`config.mk`:
```
export PLATFORM = sky130hd
export DESIGN_NAME = mem_ctrl
export DESIGN_NICKNAME = d
export VERILOG_FILES = /design/src/rtl/mem_ctrl.sv
export SDC_FILE = /design/constraint.sdc
export NUM_CORES = 1
export LEC_CHECK = 0
export ABC_AREA = 1
export ABC_CLOCK_PERIOD_IN_PS = 1600
export CAP_MARGIN = 0
export CELL_PAD_IN_SITES_DETAIL_PLACEMENT = 0
export CELL_PAD_IN_SITES_GLOBAL_PLACEMENT = 1
export CORE_MARGIN = 1
export CORE_UTILIZATION = 30
export DETAILED_ROUTE_END_ITERATION = 8
export PLACE_DENSITY_LB_ADDON = 0.1
export REMOVE_ABC_BUFFERS = 1
export SYNTH_ARGS = -nofsm -noshare
export SYNTH_HDL_FRONTEND = slang
export SYNTH_SLANG_ARGS = --single-unit
export TNS_END_PERCENT = 1
```
`constraint.sdc`:
```
create_clock -name clk -period 1.6 [get_ports clk]
set_clock_uncertainty 0.2 [all_clocks]
set_input_delay 0.32 -clock clk [delete_from_list [all_inputs] [get_ports clk]]
set_output_delay 0.32 -clock clk [all_outputs]
set_load 0.05 [all_outputs]
```
`src/rtl/mem_ctrl.sv`:
```
// Single-port RAM requester: arbitrates the CPU fetch port and the load/store port, sequences the RAM pins.
// Optional write protection of the low address window is enabled by defining MEMCTRL_WPROT_EN.
module mem_ctrl #(
  parameter int              ADDR_W    = 12,
  parameter int              DATA_W    = 16,
  parameter int              MEM_WORDS = 2048,
  parameter int              RD_LAT    = 1,
  parameter logic [ADDR_W-1:0] PROT_TOP = 12'h0FF
) (
  input  logic              clk,
  input  logic              rst_n,
  input  logic              if_req_valid,
  output logic              if_req_ready,
  input  logic [ADDR_W-1:0] if_addr,
  output logic              if_rsp_valid,
  output logic [DATA_W-1:0] if_rsp_data,
  input  logic              dm_req_valid,
  output logic              dm_req_ready,
  input  logic              dm_we,
  input  logic [ADDR_W-1:0] dm_addr,
  input  logic [DATA_W-1:0] dm_wdata,
  output logic              dm_rsp_valid,
  output logic [DATA_W-1:0] dm_rsp_data,
  output logic [ADDR_W-1:0] ram_address,
  output logic [DATA_W-1:0] ram_data_in,
  output logic              ram_write_enable,
  output logic              ram_read_enable,
  input  logic [DATA_W-1:0] ram_data_out,
  output logic              wprot_fault
);

`ifdef MEMCTRL_WPROT_EN
  localparam bit WPROT_EN = 1'b1;
`else
  localparam bit WPROT_EN = 1'b0;
`endif

  localparam int                CNT_W     = $clog2(RD_LAT + 1) + 1;
  localparam logic [CNT_W-1:0]  CNT_LAST  = CNT_W'(RD_LAT);
  localparam logic [ADDR_W:0]   MEM_LIMIT = (ADDR_W + 1)'(MEM_WORDS);

  typedef enum logic [1:0] {
    ST_IDLE,
    ST_ACCESS,
    ST_RESP
  } state_t;

  state_t            r_state;
  state_t            w_state_next;
  logic [ADDR_W-1:0] r_addr;
  logic [DATA_W-1:0] r_wdata;
  logic              r_we;
  logic              r_port_dm;
  logic              r_last_grant_dm;
  logic [CNT_W-1:0]  r_cnt;
  logic [DATA_W-1:0] r_if_rsp_data;
  logic [DATA_W-1:0] r_dm_rsp_data;
  logic              r_wprot_fault;

  logic              w_grant_if;
  logic              w_grant_dm;
  logic              w_access_done;
  logic              w_in_range;
  logic              w_prot_hit;
  logic [DATA_W-1:0] w_capture;

  assign w_in_range = ({1'b0, r_addr} < MEM_LIMIT);
  assign w_prot_hit = WPROT_EN && r_we && (r_addr <= PROT_TOP);
  assign w_capture  = (r_we || !w_in_range) ? '0 : ram_data_out;

  // NOTE: every signal written here gets a default first, so no path leaves it unassigned (no latch).
  always_comb begin
    w_state_next  = r_state;
    w_grant_if    = 1'b0;
    w_grant_dm    = 1'b0;
    w_access_done = 1'b0;
    case (r_state)
      ST_IDLE: begin
        // On a conflict the requester that lost last time wins.
        w_grant_dm = dm_req_valid && (!if_req_valid || !r_last_grant_dm);
        w_grant_if = if_req_valid && !w_grant_dm;
        if (w_grant_dm || w_grant_if) w_state_next = ST_ACCESS;
      end
      ST_ACCESS: begin
        w_access_done = r_we || (r_cnt == CNT_LAST);
        if (w_access_done) w_state_next = ST_RESP;
      end
      ST_RESP:  w_state_next = ST_IDLE;
      default:  w_state_next = ST_IDLE;
    endcase
  end

  // NOTE: sequential state uses non-blocking assignments so every register samples pre-edge values.
  always_ff @(posedge clk or negedge rst_n) begin
    if (!rst_n) begin
      r_state         <= ST_IDLE;
      r_addr          <= '0;
      r_wdata         <= '0;
      r_we            <= 1'b0;
      r_port_dm       <= 1'b0;
      r_last_grant_dm <= 1'b0;
      r_cnt           <= '0;
      r_if_rsp_data   <= '0;
      r_dm_rsp_data   <= '0;
      r_wprot_fault   <= 1'b0;
    end else begin
      r_state <= w_state_next;
      if (w_grant_dm || w_grant_if) begin
        r_addr          <= w_grant_dm ? dm_addr : if_addr;
        r_we            <= w_grant_dm && dm_we;
        r_port_dm       <= w_grant_dm;
        r_last_grant_dm <= w_grant_dm;
        r_cnt           <= '0;
        if (w_grant_dm) r_wdata <= dm_wdata;
      end
      if (r_state == ST_ACCESS) begin
        r_cnt <= r_cnt + 1'b1;
        if (w_prot_hit) r_wprot_fault <= 1'b1;
        if (w_access_done) begin
          if (r_port_dm) r_dm_rsp_data <= w_capture;
          else           r_if_rsp_data <= w_capture;
        end
      end
    end
  end

  // Address and data only change on the accept edge, so they are stable whenever an enable is high.
  assign ram_address      = r_addr;
  assign ram_data_in      = r_wdata;
  assign ram_write_enable = (r_state == ST_ACCESS) && r_we && w_in_range && !w_prot_hit;
  assign ram_read_enable  = (r_state == ST_ACCESS) && !r_we && w_in_range;

  assign if_req_ready = w_grant_if;
  assign dm_req_ready = w_grant_dm;
  assign if_rsp_valid = (r_state == ST_RESP) && !r_port_dm;
  assign dm_rsp_valid = (r_state == ST_RESP) && r_port_dm;
  assign if_rsp_data  = r_if_rsp_data;
  assign dm_rsp_data  = r_dm_rsp_data;
  assign wprot_fault  = r_wprot_fault;

endmodule
```
**Met2 routing**

The bar under the picture is 20 um long.
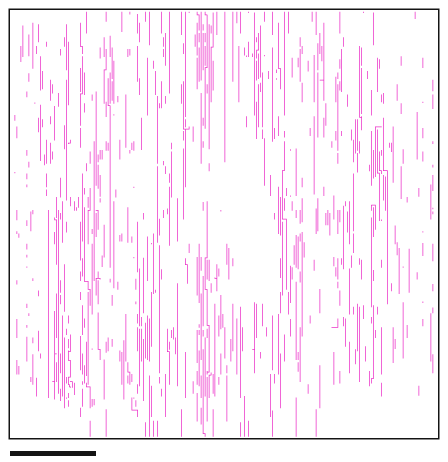
longest straight run: 43.5 um
nets with wire on the layer: 418
share of all routed wire: 47%
main direction: vertical

**Wiring by layer**

Two of the layers only.
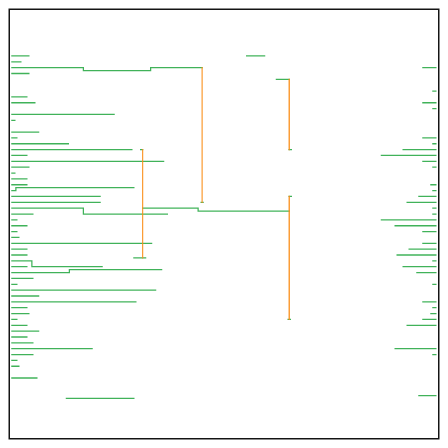
[green] M3 | wire length: 735 um
[orange] M4 | wire length: 101 um

**Placed standard cells**

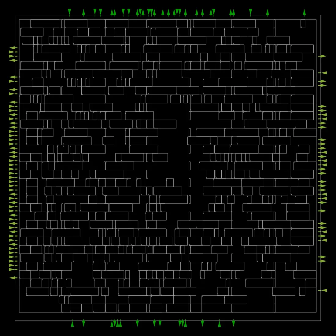
Core Region: 9200 um2
# fillers: 810

==> flow_summary.toml <==
# synthesis and place-and-route metrics
[outcome]
status = "finished with violations"
violations = "negative setup slack"

[detailed_routing]
dr.max_layer_used = "met4"
drt_iter0_drc = 77
drc_errors = 0
routedWlPerCell_um = 13.7
wl_met1_mm = 3.29
vias = 2634
viasPerCell = 4.67
first_pass_iters = 4
antenna_left = 0
wl_met3_um = 734

[grt]
grt_util_all_layers_pct = 16.6
grt_use_met2_pct = 26.1
grt_pass1_vias = 2638
grt.busiest_layer = "met2"
grt_first_pass_wirelength_mm = 12.7
antenna_found_initial = 0
use_met3_pct = 6.47

[clock_tree]
cts_root_buffer = "clkbuf_8"
cts.sinks = 66
cts_max_path_buffers = 2
post-cts-setup-buffers = 4
path_clk_slew_ns = 0.07
tritoncts = "yes"
cts_resized = 25
clock_latency_ns = 0.33
h-tree-depth = 3

[finish]
syn_to_final_growth_pct = 89.9
lay_top_cells = "nand2_1, buf_12, dfrtp_1"
clkbuf_count = 10
layout_top_cell = "nand2_1"
comb_share_pct = 21.0
final_cell_area_um2 = 5410
buffer_area_share_pct = 41.5
regArea_um2 = 1650
design.seq.count = 66
inverters = 5
comb.multi_input.count = 209
finish.utilization_pct = 58.8
nets = 510
clkCellAreaFrac_pct = 4.03
largest_cell_class = "buffers"
seq_share_pct = 30.6
layout.cells.non_filler = 564
nonClockBufferCount = 157
layout-drive-gt1-share_pct = 38.9

[final_timing]
setup_viol = 37
rsz0062_at_grt = "true"
min_period_ns = 1.87
whs_ns = 0.312
timing.final.crit_share_pct = 117
worst_slack_ns = -0.275
hold_viol = 0
drv_slew = 0
fin_setup_tns_ns = -2.13

[logic_synthesis]
logic_family = "simple AND/OR/NAND/NOR gates"
top_cell_area_share_pct = 58.0
synth-xor-area-share_pct = 0
edf_count = 0
synth_flop_count = 66
synth_seq_share_pct = 58.0
synth_area_um2 = 2850
synthAoiAreaFrac_pct = 8.84
syn-instance-count = 298
ys_types = 21
mux_share_pct = 0
ys_cells = 298
yosys_warnings = 0
most_common_cell = "nand2_1"
avgSynthCellArea_um2 = 9.55
synth-area-yosys_um2 = 2850
top_cells_by_count = "nand2_1, dfrtp_1, nand3_1"
simple_gate_area_share_pct = 27.2
postSynth.asyncResetShare_pct = 100
yosysTopAreaCell = "dfrtp_1"
adder_share_pct = 0.440
synthTopCellsByArea = "dfrtp_1, nand2_1, o21ai_2, nand3_1, nand4_1"

[flow_run]
cap_viol_max_count = 0
warning_count = 27

[power]
p_comb_share_pct = 62.5
power_frac_clock_pct = 12.3
power.net_switching_mw = 5.61
power_top_consumer = "combinational logic"
comb_power_mw = 7.87
power.leakage_nw = 2.50
power_mw = 12.6
p_clk_mw = 1.55
internal-power_mw = 6.99
vdd_drop_max_mv = 1.09
powerSeq_mw = 3.17
p_seq_share_pct = 25.2

[worst_setup_path]
critical_path.startpoint = "dm_req_valid"
reg2regPathDepth = 6
crit_type = "primary input to output pin"
crit_path_end_kind = "output pin"
cp-start-kind = "primary input"
cp_max_fo = 3
r2r-end = "ram_address[3]"
cp_cell_sequence = "clkdlybuf4s50_1, nand2_2, nor2_4, buf_6, buf_12"
r2r-start = "r_state[1]"
path_buffers = 3
critical-path-top-delay-family = "buffers and inverters"
crit_end = "dm_req_ready"
r2r_setup_slack_ns = -0.07
crit_arrival_ns = 1.35
cp_num_cells = 5
required_ns = 1.08
crit_path_max_incr_delay_ns = 0.54

[placement]
dpl.cell_count = 544
port_buffers = 126
routabilityCongestion = 0.773

[floorplan]
ios = 128
tap_cells = 111
row_count = 35
die_x_um = 99.4
die_h_um = 99.4
die_area_um2 = 9880
fp_util_pct = 31.0

[min_path]
holdPathStages = 3
**Sequential cells coloured by netlist name**

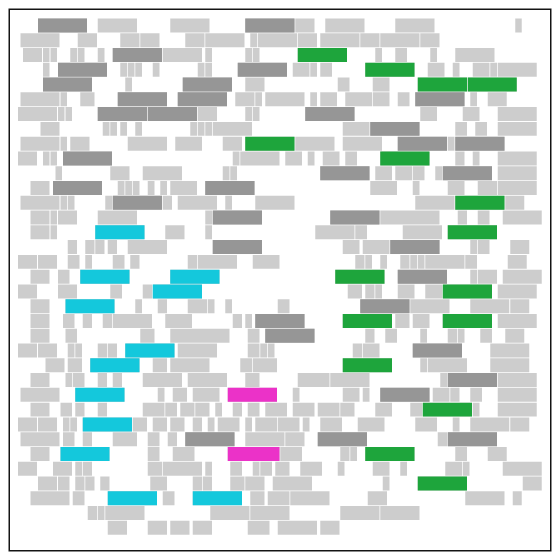
[magenta] r_state | flops: 2
[green] dm_rsp_data | flops: 16
[cyan] ram_address | flops: 12
not coloured: 36

**Nets reached from selected ports**

The bar under the picture is 20 um long.
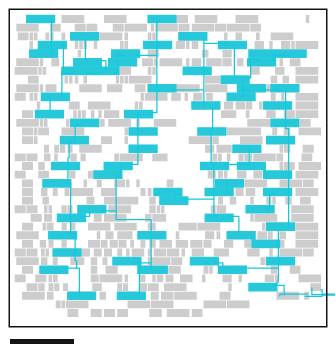
[cyan] rst_n | bits: 1 | direction: input | edge: right | end cells: 66 | buffers: 3 | wire: 544 um

